==> src/rtl/mem_pkg.sv <==
// Shared definitions for the RAM port arbiter: FSM states, port ids and
// default geometry.
package mem_pkg;

  localparam int DEF_ADDR_W  = 32;
  localparam int DEF_DATA_W  = 32;
  localparam int DEF_TIMEOUT = 255;
  localparam int WD_W        = 8;

  typedef enum logic [1:0] {
    IDLE   = 2'd0,
    BUSY_I = 2'd1,
    BUSY_D = 2'd2
  } state_t;

  typedef logic port_t;
  localparam port_t PORT_I = 1'b0;
  localparam port_t PORT_D = 1'b1;

endpackage

==> src/rtl/rr_arb2.sv <==
// Two-way round-robin picker: on a tie the side that was not granted last
// wins; a lone request always wins.
module rr_arb2
  import mem_pkg::*;
(
  input  logic  i_req,
  input  logic  d_req,
  input  port_t last_grant,
  output logic  gnt_valid,
  output port_t gnt_id
);

  // NOTE: every output of a combinational block gets a default first, so no
  // path through the block can leave it unassigned and infer a latch.
  always_comb begin
    gnt_valid = i_req | d_req;
    gnt_id    = PORT_I;
    if (i_req && d_req) begin
      gnt_id = (last_grant == PORT_D) ? PORT_I : PORT_D;
    end else if (d_req) begin
      gnt_id = PORT_D;
    end
  end

endmodule

==> src/rtl/ram_arbiter.sv <==
// Shares one RAM port between instruction refills and data accesses with a
// registered command, round-robin arbitration and a sticky watchdog abort.
module ram_arbiter
  import mem_pkg::*;
#(
  parameter int ADDR_W  = DEF_ADDR_W,
  parameter int DATA_W  = DEF_DATA_W,
  parameter int TIMEOUT = DEF_TIMEOUT
) (
  input  logic              clock,
  input  logic              reset,
  input  logic              i_req,
  input  logic [ADDR_W-1:0] i_addr,
  output logic [DATA_W-1:0] i_rdata,
  output logic              i_ready,
  input  logic              d_req,
  input  logic              d_we,
  input  logic [ADDR_W-1:0] d_addr,
  input  logic [DATA_W-1:0] d_wdata,
  output logic [DATA_W-1:0] d_rdata,
  output logic              d_ready,
  output logic              ram_read,
  output logic              ram_write,
  output logic [ADDR_W-1:0] ram_addr,
  output logic [DATA_W-1:0] ram_wdata,
  input  logic [DATA_W-1:0] ram_rdata,
  input  logic              ram_ready,
  output logic              timeout_err
);

  localparam logic [WD_W-1:0] WD_LIMIT = WD_W'(TIMEOUT);

  state_t          state;
  port_t           last_grant;
  logic [WD_W-1:0] wd_cnt;
  logic            gnt_valid;
  port_t           gnt_id;
  logic            busy;
  logic            timeout_hit;
  logic            done;

  rr_arb2 u_rr_arb2 (
    .i_req      (i_req),
    .d_req      (d_req),
    .last_grant (last_grant),
    .gnt_valid  (gnt_valid),
    .gnt_id     (gnt_id)
  );

  // A RAM answer on the limit cycle wins over the abort.
  assign busy        = (state == BUSY_I) || (state == BUSY_D);
  assign timeout_hit = busy && !ram_ready && (wd_cnt == WD_LIMIT);
  assign done        = busy && (ram_ready || timeout_hit);

  assign i_ready = (state == BUSY_I) && (ram_ready || timeout_hit);
  assign d_ready = (state == BUSY_D) && (ram_ready || timeout_hit);
  assign i_rdata = ((state == BUSY_I) && !timeout_hit) ? ram_rdata : '0;
  assign d_rdata = ((state == BUSY_D) && !ram_write && !timeout_hit) ? ram_rdata : '0;

  // NOTE: sequential state uses non-blocking assignments so every register
  // samples pre-edge values regardless of statement order.
  always_ff @(posedge clock or negedge reset) begin
    if (!reset) begin
      state       <= IDLE;
      last_grant  <= PORT_D;
      wd_cnt      <= '0;
      ram_read    <= 1'b0;
      ram_write   <= 1'b0;
      ram_addr    <= '0;
      ram_wdata   <= '0;
      timeout_err <= 1'b0;
    end else begin
      case (state)
        IDLE: begin
          if (gnt_valid) begin
            last_grant <= gnt_id;
            wd_cnt     <= '0;
            if (gnt_id == PORT_I) begin
              state     <= BUSY_I;
              ram_addr  <= i_addr;
              ram_read  <= 1'b1;
              ram_write <= 1'b0;
            end else begin
              state     <= BUSY_D;
              ram_addr  <= d_addr;
              ram_read  <= !d_we;
              ram_write <= d_we;
              if (d_we) ram_wdata <= d_wdata;
            end
          end
        end
        BUSY_I, BUSY_D: begin
          if (done) begin
            state     <= IDLE;
            ram_read  <= 1'b0;
            ram_write <= 1'b0;
            if (timeout_hit) timeout_err <= 1'b1;
          end else begin
            wd_cnt <= wd_cnt + 1'b1;
          end
        end
        default: begin
          state     <= IDLE;
          ram_read  <= 1'b0;
          ram_write <= 1'b0;
        end
      endcase
    end
  end

endmodule

==> config.mk <==
export PLATFORM = sky130hd
export DESIGN_NAME = ram_arbiter
export DESIGN_NICKNAME = d
export VERILOG_FILES = /design/src/rtl/mem_pkg.sv /design/src/rtl/rr_arb2.sv /design/src/rtl/ram_arbiter.sv
export SDC_FILE = /design/constraint.sdc
export NUM_CORES = 1
export LEC_CHECK = 0
export CAP_MARGIN = 20
export CORE_ASPECT_RATIO = 0.75
export CORE_UTILIZATION = 32
export DETAILED_ROUTE_END_ITERATION = 6
export PLACE_DENSITY = 0.86
export SLEW_MARGIN = 10
export SYNTH_ARGS = -nofsm -noshare
export SYNTH_HDL_FRONTEND = slang
export SYNTH_SLANG_ARGS = --single-unit
==> constraint.sdc <==
create_clock -name clock -period 2 [get_ports clock]
set_clock_uncertainty 0.15 [all_clocks]
set_input_delay 0.4 -clock clock [delete_from_list [all_inputs] [get_ports clock]]
set_output_delay 0.4 -clock clock [all_outputs]
set_load 0.05 [all_outputs]
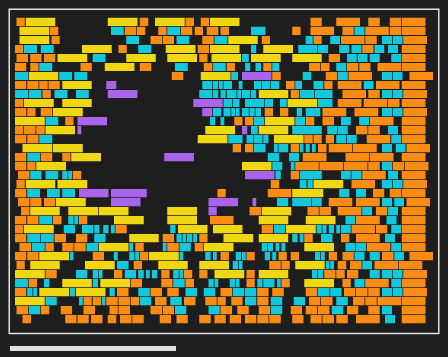
(run_1/class_map.png)
Bar = 50 µm.
Key: orange = remaining buffers and delay cells [cells 295, share of their area 44%]; purple = clock drivers and dummy loads [cells 16, share of their area 3.8%]; yellow = registers [cells 78, share of their area 25%]; cyan = remaining logic cells [cells 263, share of their area 27%]

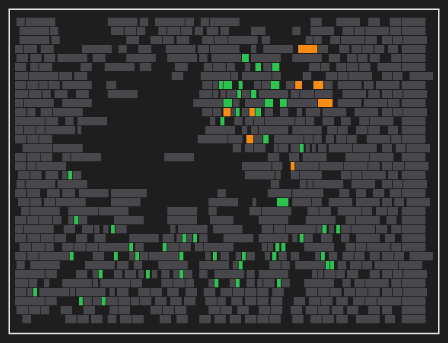
(run_1/gates.png)
Key: orange = nor cells [cells 8]; green = nand cells [cells 50]

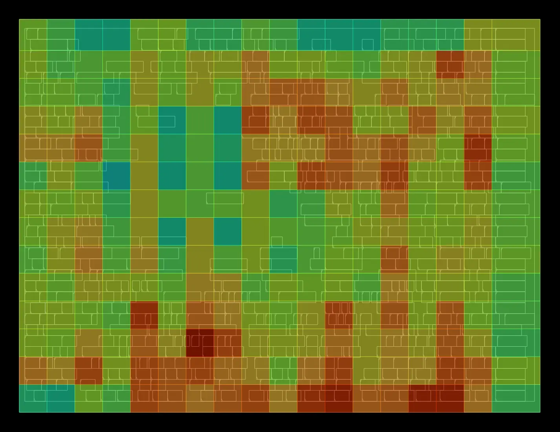
(run_1/congestion_map.png)
met2 demand-to-capacity share in global routing: 39.8%
final cell utilization of the core: 68.1%
detail-routed net length per standard cell: 15.8 µm
met1 routing resource usage after global routing: 22.1%
layer with the highest usage: met2

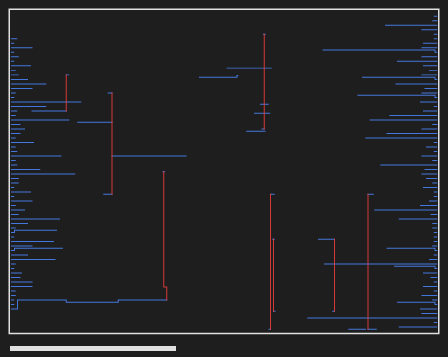
(run_1/layers.png)
Bar = 50 µm. Two of the layers only.
Key: blue = M3 [wire length 943 µm]; red = M4 [wire length 235 µm]

==> summary.txt, run 1 <==
Notes on the physical design

The maximum buffer depth of the clock tree is 2. The share of the synthesized area in the top cell type is between 40 and 50%. The worst setup path is captured at a primary output.

The clock net sink count is ~78. The post-synth design cell area is around 0.004 mm². Gates resized during post-CTS repair numbered 5. The ratio of routed vias to standard cells is between 4 and 5. The number of buffers added to fix hold violations after cts is 1. Nets still carrying antenna violations after routing amount to 0.

The number of instances on the worst hold path is 1. The critical path arrival is a little under 2000 ps. Entering global routing, the biggest net connects roughly 65 pins. In the post-synthesis netlist, the cell with the most instances is sky130_fd_sc_hd__dfrtp_1.

The endpoint of the worst hold path is timeout_err. The fraction of synthesis flops using an asynchronous set or reset pin is 100%. The post-synthesis register bit count is just under 80. The count of buffers added on input and output ports is between 200 and 300. The overall routing resource usage is 21.1%. For the final routed database, the setup TNS stands at -34780 ps. According to the Yosys statistics, the synthesized design has a chip area of 0.00389 mm². After its last routability iteration, the placer logged a weighted congestion of between 0.8 and 0.9. The final antenna diode tally reported by the flow is 0. For this run, the top clock speed supported by timing is just under 400 MHz. At the end of the flow, the number of nets in the layout was 785.

The type of the worst setup path is reg -> out. The share of cells above drive strength 1 is between 40 and 50%. The script extracted a total leakage power of approximately 0.0035 µW. Per the finish-stage timing summary, setup violations number 68. Counting endpoints that fail hold in the final report gives 0. STA reports a reg2reg setup slack of -20 ps. The proportion of synthesized chip area in sequential cells is 50.2%. The number of buffers inserted during clock tree synthesis is 9. The count of final max-slew check failures is 0. The DRC violation count after routing is 0. The top-level port count is about 270. The tally of unique sky130hd cells used after synthesis is between 40 and 50. The synthesis report names the predominant flop master as sky130_fd_sc_hd__dfrtp_1. STA classifies the critical path startpoint as a flop. The run reported a max-capacitance violation count of 0. The via count of the first global-routing pass is approximately 4000. Once the clock tree was built, the setup fixing pass inserted 0 buffers. The final reports fail on negative setup slack. Yosys attributes the largest share of cell area to sky130_fd_sc_hd__dfrtp_1 50%, sky130_fd_sc_hd__and2_1 10%, sky130_fd_sc_hd__mux2_2 9.3%. The launch point of the worst register-to-register path is recorded as state[1].

The commonest cells after synthesis are 77 x sky130_fd_sc_hd__dfrtp_1, 65 x sky130_fd_sc_hd__and2_1, 40 x sky130_fd_sc_hd__o21ai_0. The TritonCTS clock tree is built. The number of warnings in the stage logs is 31. The run finished, with violations left. Across the VDD grid, the largest voltage drop is around 0.00098 V. For this run, the detailed router's first-pass iteration total came to 4. In this run the layout overhead on the synthesized area is reported as 105%.

After synthesis, the design contains 363 cells according to Yosys. The setup slack after layout is -542 ps. The start point of the worst hold path is timeout_err. The relative slew slack is between 70% and 80%.

The report shows a maximum critical-path fanout of 30. After layout, the worst path uses 127% of the clock period. Looking at the clock tree report, the H-tree level count equals 3.

The final timing report derives a shortest allowable period of ~2500 ps. The path category of the worst min-delay check is reg -> reg. The share of the core area taken by cells at floorplan is between 30 and 40%. The initialized floorplan defines 34 standard-cell rows.

The number of cells on the worst reg-to-reg path is 7. The final wirelength is ~13000 µm. The clock-pin slew reported for the worst setup and hold paths after clock tree synthesis is 60 ps.
-- run 1: worst max path at each step --
stage / to / start / slack (ps)
after floorplan: d_rdata[10] / state[0] / -140
after global placement: d_rdata[31] / ram_ready / -310
after detailed placement: d_rdata[0] / ram_ready / -350
after CTS: d_rdata[31] / state[0] / -560
after global routing: d_rdata[31] / state[1] / -650
final: i_rdata[18] / state[1] / -540
-- run 1: critical path: stages (launching register included) --
cell	delay [ps]
sky130_fd_sc_hd__dfrtp_1	360
sky130_fd_sc_hd__inv_2	60
sky130_fd_sc_hd__ha_4	260
sky130_fd_sc_hd__nand4_1	160
sky130_fd_sc_hd__nor3_4	250
sky130_fd_sc_hd__nor2b_2	100
sky130_fd_sc_hd__buf_12	170
sky130_fd_sc_hd__and2_4	160
sky130_fd_sc_hd__buf_12	140
-- run 1: cell usage in the layout (no fill, tap or decap), drive strengths merged, types with 2 or more instances in the layout --
| cell | netlist | final |
|---|---|---|
| mux2 | 32 | 32 |
| buf | 8 | 162 |
| and3 | 2 | 2 |
| o21ai | 41 | 41 |
| or3 | 2 | 2 |
| clkinv | 0 | 3 |
| nor4 | 2 | 2 |
| o31ai | 2 | 2 |
| clkdlybuf4s50 | 0 | 132 |
| nand2 | 38 | 38 |
| clkbuf | 14 | 11 |
| and2 | 65 | 65 |
| o221ai | 2 | 2 |
| or2 | 2 | 2 |
| nand3b | 4 | 4 |
| nor2b | 2 | 2 |
| nand3 | 5 | 5 |
| mux2i | 32 | 32 |
| a21oi | 2 | 2 |
| ha | 4 | 4 |
| dfrtp | 77 | 77 |
| a22o | 3 | 3 |
| nand4 | 2 | 2 |
| nor3 | 2 | 2 |
| o21a | 3 | 3 |
| inv | 4 | 4 |
-- run 1: per-stage QoR --
step	instances	hold slack [ps]	cell area [µm²]	total power, µW	utilization, %
floorplan	363	-45.6	4120	8010	-
global placement	797	188	7640	11200	65.3
detailed placement	797	193	7640	11400	65.3
CTS	814	328	7960	13100	68.0
global route	814	347	7970	13600	68.1
finish	814	322	7970	13000	68.1
-- run 1: state kept, by name, indices dropped and copies added, names as in the netlist --
name,flops
ram_wdata,32
ram_read,1
timeout_err,1
state,2
ram_addr,32
wd_cnt,8
last_grant,1
ram_write,1
-- run 1: cells by family (layout without fill, tap and decap cells) --
group           Yosys count  in the layout  synth area share [%]
mux                      64             64                  17.5
fa+ha+maj                 4              4                  1.29
flops                    78             78                  50.2
compound gates           60             60                  9.21
simple gates            131            131                  18.9
buf+inv                  26            315                  2.90
-- run 1: layout make-up --
type                            instances  area (µm²)
Sequential cell                        78        1950
Fill cell                             831        3730
Inverter                                4        15.0
Timing Repair Buffer                  295        3450
Clock buffer                           11         233
Clock inverter                          5        60.1
Tap cell                              162         203
Multi-Input combinational cell        259        2050
-- run 1: per-layer routing --
layer	part of all wire (%)	vias to the layer above	track usage [%]	wire length, µm
met5	0	-	0	0
met4	1.8	0	7.06	234
met3	7.3	18	6.06	942
met2	55	159	39.8	7030
met1	36	1810	22.1	4640
li1	-	1822	-	-
-- run 1: power by group --
group          leakage, µW  total (µW)  switching, µW  internal (µW)
registers         0.000954        2740            414           2320
logic              0.00245        8670           5220           3450
clock network     0.000140        1580            612            969
==> run 2, diff against run 1 <==
SLEW_MARGIN = default   (was 10)
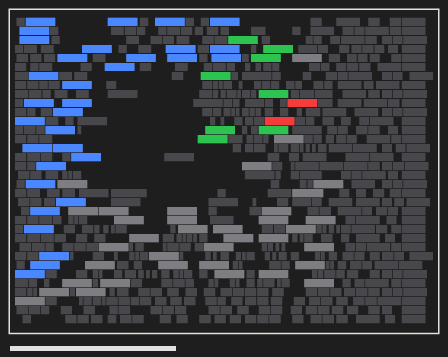
(run_2/ff_map.png)
Bar = 50 µm. Other sequential cells in the stronger grey, the rest of the logic in the fainter grey.
Key: blue = `ram_wdata` [sequential cells 32]; red = `state` [sequential cells 2]; green = `wd_cnt` [sequential cells 8, where north]

==> summary.txt, run 2 <==
Notes on the physical design

The number of levels in the clock H-tree is 3. The tally of unique sky130hd cells used after synthesis is approximately 42. The endpoint of the worst-slack reg-to-reg timing path is wd_cnt[7].

The type of the worst setup path is reg -> out. The clock net sink count is about 78. The power report shows net switching accounting for 48.1% of the total.

The run finished, with violations left. The total placed instance area is 0.00764 mm². The post-synthesis register bit count is 78. The commonest cells after synthesis are 77 x sky130_fd_sc_hd__dfrtp_1, 65 x sky130_fd_sc_hd__and2_1, 40 x sky130_fd_sc_hd__o21ai_0. The area growth from synthesis to layout is 105%. The start point of the worst hold path is timeout_err.

The post-route cell area is 0.00797 mm². The registers reported with the highest flop counts are ram_addr: 32 flops, ram_wdata: 32 flops, wd_cnt: 8 flops. The count of nets left with antenna violations once routing finished came out at 0. The overall routing resource usage is between 20% and 30%. The maximum buffer depth of the clock tree is 2. The highest-delay cell along the critical path is sky130_fd_sc_hd__dfrtp_1. The count of port buffers added during placement is 266.

The relative slew slack is between 70% and 80%. Per the placement report, the placed cell count is ~800. The minimum clock period after layout is 2540 ps. The maximum vdd drop is 0.000985 V. The critical path in the final layout is reported with a setup slack of -542 ps. The maximum fanout along the worst path is 30. The path category of the worst min-delay check is reg -> reg. At the end of routability-driven placement, the weighted congestion stood at approximately 0.87. The fraction of power consumed by sequential logic is between 20% and 30%.

The via count of the first global-routing pass is 3986. The number of instances on the worst hold path is 1. The worst setup path is launched from a flop. The routed design shows a wire length per standard cell of roughly 16 µm. The buffer and inverter count on the worst path is 3.

The proportion of synthesized chip area in sequential cells is approximately half. The most common cell after layout, fill and taps aside is sky130_fd_sc_hd__clkdlybuf4s50_1. The first TritonRoute pass finished after 4 iterations.

Summed over all nets, the switching power comes to 6250 µW. The top-level port count is 267. The fraction of synthesis flops using an asynchronous set or reset pin is 100%. According to the Yosys statistics, the synthesized design has a chip area of between 0.003 and 0.004 mm². The count of endpoints failing setup in the final report is just under 70. The number of buffers inserted during clock tree synthesis is 9. The ratio of routed vias to standard cells is 4.68.

The critical path's top delay family is simple AND/OR/NAND/NOR gates. The final worst-path cycle share is 127%. The checks that failed: negative setup slack. The x dimension of the die is around 130 µm. The post-synth design cell area is ~0.0039 mm². The largest net degree at the start of global routing is 65.

For this run the aggregate overflow at the end of global routing stands at 0. The cell sequence reported for the critical path is inv_2, ha_4, nand4_1, nor3_4, nor2b_2, buf_12, and2_4, buf_12. The analysis attributes to cell leakage a power of ~0.0035 µW. The cell count listed in synth_stat.txt is between 300 and 400. In this design, the critical path's most frequently occurring cell is sky130_fd_sc_hd__buf_12. The final wirelength is 12800 µm. The clock-pin slew reported for the worst setup and hold paths after clock tree synthesis is 60 ps.

The number of nets in the finished design is 785. Across all register-to-register paths, the minimum setup slack is -20 ps. Yosys instantiated no cell more often than sky130_fd_sc_hd__dfrtp_1. The diode insertion count for antenna repair is 0. The number of inserted filler cells in the final layout is 831. The core utilization at floorplan is 33.2%. The TritonCTS clock tree is built. For the worst setup path, the data arrival time is 1990 ps.

The part of the total power dissipated in the clock network is approximately 12%. The main flop type after synthesis is sky130_fd_sc_hd__dfrtp_1. The combinational gate area is about 0.0021 mm².

In the final report, the number of pins over their slew limit comes to 0. The startpoint identified for the worst register-to-register timing path is state[1]. Across the run, the number of max-cap violations was 0. The final report lists a non-filler cell total of about 810. Hold-check failures listed in the final report amount to 0. Summing all flip-flop and latch instances after layout gives between 0.0015 and 0.002 mm². The length in cells of the worst reg-to-reg path is 7.

The capturing element type of the critical path is a primary output. After synthesis, the cell types taking the most area are sky130_fd_sc_hd__dfrtp_1 50%, sky130_fd_sc_hd__and2_1 10%, sky130_fd_sc_hd__mux2_2 9.3%. Row generation in the floorplan step produced 34 rows. The layout summary lists the proportion of cells stronger than drive strength 1 as 44.3%. In this run, the combinational gates consume 66.8% of the power. The clock tree root buffer cell is sky130_fd_sc_hd__clkbuf_16. The total internal power is slightly below 7000 µW. Counting the warning lines in the Yosys log gives 0. In this build the clock could be raised as far as slightly below 400 MHz. The share of the synthesized area in the top cell type is around half. The longest individual stage delay on the worst path is about 360 ps. STA shows the worst min-delay path finishing at timeout_err.

Leaving out fill and tap cells, the most frequent cells in the layout are 132 x sky130_fd_sc_hd__clkdlybuf4s50_1, 90 x sky130_fd_sc_hd__buf_4, 77 x sky130_fd_sc_hd__dfrtp_1, 72 x sky130_fd_sc_hd__buf_12, 64 x sky130_fd_sc_hd__and2_4. A synthesized cell averages around 11 µm². The logs give a warning total of 31. The DRC violation count after routing is 0.
run 2: cell counts in the layout (fill, tap and decap cells not counted):
Identical to the previous run, type by type.
run 2: final cells by class:
cell class | instances | share of cell area, %
multi-input cells | 259 | 25.8
repair buffers | 295 | 43.3
well taps | 162 | 2.54
clock buffers | 11 | 2.92
flip-flops and latches | 78 | 24.5
clock inverters | 5 | 0.754
inverters | 4 | 0.188
run 2: worst max-delay path by stage:
stage               cells past startpoint      start  slack, ps     endpoint
floorplan                               7   state[0]       -140  d_rdata[10]
global placement                        6  ram_ready       -310  d_rdata[31]
detailed placement                      6  ram_ready       -350   d_rdata[0]
CTS                                     8   state[0]       -560  d_rdata[31]
global route                            8   state[1]       -650  d_rdata[31]
finish                                  8   state[1]       -540  i_rdata[18]
run 2: worst reg2reg max path, cell delays in order (launching register included):
cell and delay, ps:
sky130_fd_sc_hd__dfrtp_1 360, sky130_fd_sc_hd__inv_2 60, sky130_fd_sc_hd__ha_4 260, sky130_fd_sc_hd__buf_4 180
sky130_fd_sc_hd__and2b_1 180, sky130_fd_sc_hd__o21ai_2 90, sky130_fd_sc_hd__or2_4 280, sky130_fd_sc_hd__a221o_1 350
run 2: per-layer routing:
layer | routed length (µm) | track usage [%] | vias up
met3 | 942 | 6.06 | 18
li1 | - | - | 1822
met5 | 0 | 0 | -
met2 | 7030 | 39.8 | 159
met4 | 234 | 7.06 | 0
met1 | 4640 | 22.1 | 1810
run 2: metrics by stage:
stage | power (µW) | utilization [%] | hold slack (ps) | setup TNS (ps) | worst slack, ps
6_report | 13000 | 68.1 | 322 | -34780 | -542
5_1_grt | 13600 | 68.1 | 347 | -42130 | -651
4_1_cts | 13100 | 68.0 | 328 | -35730 | -564
3_5_place_dp | 11400 | 65.3 | 193 | -28450 | -352
3_3_place_gp | 11200 | 65.3 | 188 | -23900 | -312
2_1_floorplan | 8010 | - | -45.6 | -7900 | -143
run 2: timing repair:
action	4_1_cts	5_1_grt
hold buffers	1	0
gates resized	5	2
hold endpoints to repair	27	0
endpoints found under the setup margin	69	70
setup buffers	0	0
pin swaps	4	1
run 2: logic make-up after synthesis:
logic type	Yosys count	synth area share [%]
AOI/OAI and AO/OA	60	9.21
adders and majority gates	4	1.29
buffers and inverters	26	2.90
DFF	78	50.2
muxes	64	17.5
and+or+nand+nor	131	18.9
run 2: power groups by stage:
stage          logic (µW)  registers, µW  clock network, µW
2_1_floorplan        2940           5070                  0
5_1_grt              9040           2820               1700
3_3_place_gp         8500           2710                  0
6_report             8670           2740               1580
4_1_cts              8720           2750               1630
3_5_place_dp         8670           2760                  0
==> run 3, diff against run 2 <==
CAP_MARGIN = 10   (was 20)
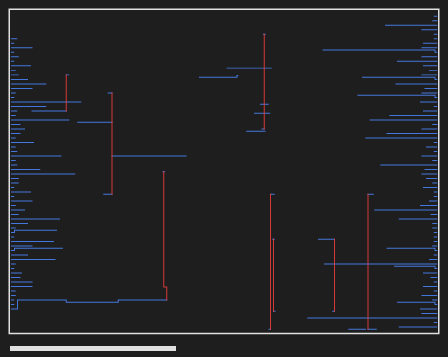
(run_3/layers.png)
Bar = 50 µm. Two of the layers only.
Key: red = M4 [wire length 235 µm]; blue = M3 [wire length 943 µm]

==> summary.txt, run 3 <==
Notes on the physical design

The clock tree root buffer cell is sky130_fd_sc_hd__clkbuf_16. The proportion of synthesized chip area in sequential cells is 50.2%. The post-placement cell area is 0.00764 mm². For this run, the number of Yosys warnings is 0. The synthesized netlist contains ~42 unique library cells. The synthesized netlist occupies a cell area of roughly 0.004 mm². The endpoint of the worst hold path is timeout_err.

The share of the synthesized area in the top cell type is approximately half. The overall routing resource usage is 21.1%. The maximum fanout along the worst path is 30. The post-place setup slack is -352 ps.

The H-tree was split into 3 levels. Leaving out filler cells and counting taps, the final layout contains between 800 and 900. Across all setup checks in the final design, the least slack found is -542 ps. The static leakage is 0.00355 µW. The floorplan step defined a core boundary enclosing ~0.012 mm².

The routed length on met3 is about 940 µm. The total die size is ~0.013 mm². The maximum vdd drop is between 0.0009 and 0.001 V. The max capacitance violation total is 0.

The number of warnings in the stage logs is 31. The capture point of the worst register-to-register path is recorded as wd_cnt[7]. Setup repair after global routing could not meet its margin everywhere. Per the Yosys statistics, synthesis produced 363 cells.

The via count of the first global-routing pass is ~4000. The placed instance count is roughly 800. The startpoint of the worst-slack reg-to-reg timing path is state[1]. The number of antenna violations at the first check in global routing is 0.

The clock-pin slew reported for the worst setup and hold paths after clock tree synthesis is around 60 ps. The number of instances on the worst hold path is 1. In the final routing, the length of wire on met1 measures around 4600 µm.

The minimum clock period after layout is 2540 ps. The top-level port count is around 270. The first TritonRoute pass finished after 4 iterations. Once the floorplan was initialized, standard cells occupied ~33% of the core.

The total overflow left after global routing is 0. The final hold violation count is 0. The number of nets in the finished design is ~800. The library cell occupying the most area in the post-synthesis netlist is sky130_fd_sc_hd__dfrtp_1. The routability congestion estimate is 0.867.

The die is 129 µm wide. The vertical extent of the die is approximately 100 µm. The first global-routing pass estimated around 21000 µm of wire. Counting both buffers and inverters, the worst setup path holds a total of 3. In this run, synthesis inferred 0 flip-flops with an integrated enable. The category of the worst setup path launch point is a flop. For this run, the leading register cell type out of synthesis is sky130_fd_sc_hd__dfrtp_1. The critical path is of the reg -> out type. Routed signal wires occupy layers up through met4. The worst hold path begins at timeout_err.

When the netlist entered floorplanning its net count stood at approximately 500. The area growth from synthesis to layout is 105%. The relative slew slack is between 70% and 80%.

Wire segments on met2 add up to ~7000 µm in the final route. The commonest cells after synthesis are 77 x sky130_fd_sc_hd__dfrtp_1, 65 x sky130_fd_sc_hd__and2_1, 40 x sky130_fd_sc_hd__o21ai_0. For the final routed database, the setup TNS stands at -34780 ps. The post-route cell area is 0.00797 mm².

The vias after detailed routing is around 3800. For this run, the script counts the antenna cells in the layout as 0. For reference, the placement row count at floorplan is 34. The last timing report of the flow puts the setup violation total at approximately 70. STA puts the critical path data arrival time at between 1500 and 2000 ps. The count of port buffers added during placement is roughly 270.

By instance count, the leading cell after synthesis is sky130_fd_sc_hd__dfrtp_1. The final reports fail on negative setup slack. For reference, the final report shows the max-slew violation count at 0. Per the final layout report, the fraction of cells sized above drive strength 1 comes to 44.3%.

The top cell types in the final layout, fill and taps aside, are 132 x sky130_fd_sc_hd__clkdlybuf4s50_1, 90 x sky130_fd_sc_hd__buf_4, 77 x sky130_fd_sc_hd__dfrtp_1, 72 x sky130_fd_sc_hd__buf_12, 64 x sky130_fd_sc_hd__and2_4. The longest individual stage delay on the worst path is 360 ps. For the worst setup path, the data required time is about 1500 ps.

The fraction of synthesis flops using an asynchronous set or reset pin is 100%. STA shows the worst reg2reg path with a cell count of 7. The final worst-path cycle share is 127%.

In the routed design, unresolved DRC markers number 0. The transition time recorded at the tightest slew-check pin is between 300 and 400 ps. The chip area line in the Yosys stat output reads 0.00389 mm². Total power normalized to cell area comes to 1630 mW/mm². Leaving out fill and tap cells, the most frequent cell in the layout is sky130_fd_sc_hd__clkdlybuf4s50_1. The synthesized instance count is between 300 and 400. Entering global routing, the biggest net connects 65 pins. For reference, the top cells by area after synthesis are sky130_fd_sc_hd__dfrtp_1 50%, sky130_fd_sc_hd__and2_1 10%, sky130_fd_sc_hd__mux2_2 9.3%.

In this run the register-to-register setup slack is -20 ps. The first routing iteration left 67 violations. The number of clock sinks came to just under 80. The critical path's top delay family is simple AND/OR/NAND/NOR gates.

The post-synthesis register bit count is 78. At the later pin of the worst-skew pair, clock insertion delay measures ~320 ps. For this run, the detailed router reports a per-instance via density of roughly 4.7. In the final layout, the registers with the most flip-flops are ram_addr: 32 flops, ram_wdata: 32 flops, wd_cnt: 8 flops.

The path category of the worst min-delay check is reg -> reg. For this run the detailed placement stage logged an HPWL of 10600 µm. The timing report shows the most common cell along the critical path to be sky130_fd_sc_hd__buf_12.

The number of nets with antenna violations after routing is 0. In this run the deepest clock path goes through 2 buffers. The capturing element type of the critical path is a primary output. The final wirelength is 12800 µm. For reference, the post-synthesis area per instance comes to approximately 11 µm². The maximum clock frequency is around 390 MHz. In the final routed layout, each cell accounts on average for approximately 16 µm.

Per the TritonCTS log, the buffer count is 9. The flow ran to the end, but the final reports show violations. The largest individual stage delay along the critical path comes from the cell sky130_fd_sc_hd__dfrtp_1.

Per STA, the worst path is made up of inv_2, ha_4, nand4_1, nor3_4, nor2b_2, buf_12, and2_4, buf_12. TritonCTS built the clock tree.
[run 3: cell counts in the layout (fill, tap and decap cells not counted)]
Identical to the previous run, type by type.
[run 3: kinds of logic after synthesis]
kind of cell,count (synthesis),synth area share (%)
multiplexers,64,17.5
adder cells (fa/ha/maj),4,1.29
flip-flops,78,50.2
AND-OR/OR-AND,60,9.21
buffers and inverters,26,2.90
AND/OR/NAND/NOR,131,18.9
[run 3: metal layers]
layer	up-vias	GRT usage, %
met5	-	0
met4	0	7.06
met3	18	6.06
met2	159	39.8
met1	1810	22.1
li1	1822	-
[run 3: stage by stage]
step | util [%] | hold WS (ps) | total power [µW]
after global placement | 65.3 | 188 | 11200
after CTS | 68.0 | 328 | 13100
final | 68.1 | 322 | 13000
after detailed placement | 65.3 | 193 | 11400
after floorplan | - | -45.6 | 8010
after global routing | 68.1 | 347 | 13600
[run 3: worst max path at each step]
stage                     startpoint          end  slack (ps)  cells after the start
final                       state[1]  i_rdata[18]        -540                      8
after global routing        state[1]  d_rdata[31]        -650                      8
after CTS                   state[0]  d_rdata[31]        -560                      8
after detailed placement   ram_ready   d_rdata[0]        -350                      6
after global placement     ram_ready  d_rdata[31]        -310                      6
after floorplan             state[0]  d_rdata[10]        -140                      7
[run 3: final cells by class]
cell class	instances	area [µm²]
multi-input combinational	259	2050
clock inverter	5	60.1
clock buffer	11	233
sequential	78	1950
fill	831	3730
inverter	4	15.0
tap	162	203
timing repair buffer	295	3450
[run 3: power by group]
group          internal [µW]  switching (µW)
registers               2320             414
clock network            969             612
logic                   3450            5220
total                   6740            6250
[run 3: repair_timing]
| action | in CTS | in global routing |
|---|---|---|
| setup buffers | 0 | 0 |
| hold buffers | 1 | 0 |
| endpoints found under the setup margin | 69 | 70 |
| resized | 5 | 2 |
| pin swaps | 4 | 1 |
| hold endpoints to repair | 27 | 0 |
Power is estimated from default activity; no workload was simulated.
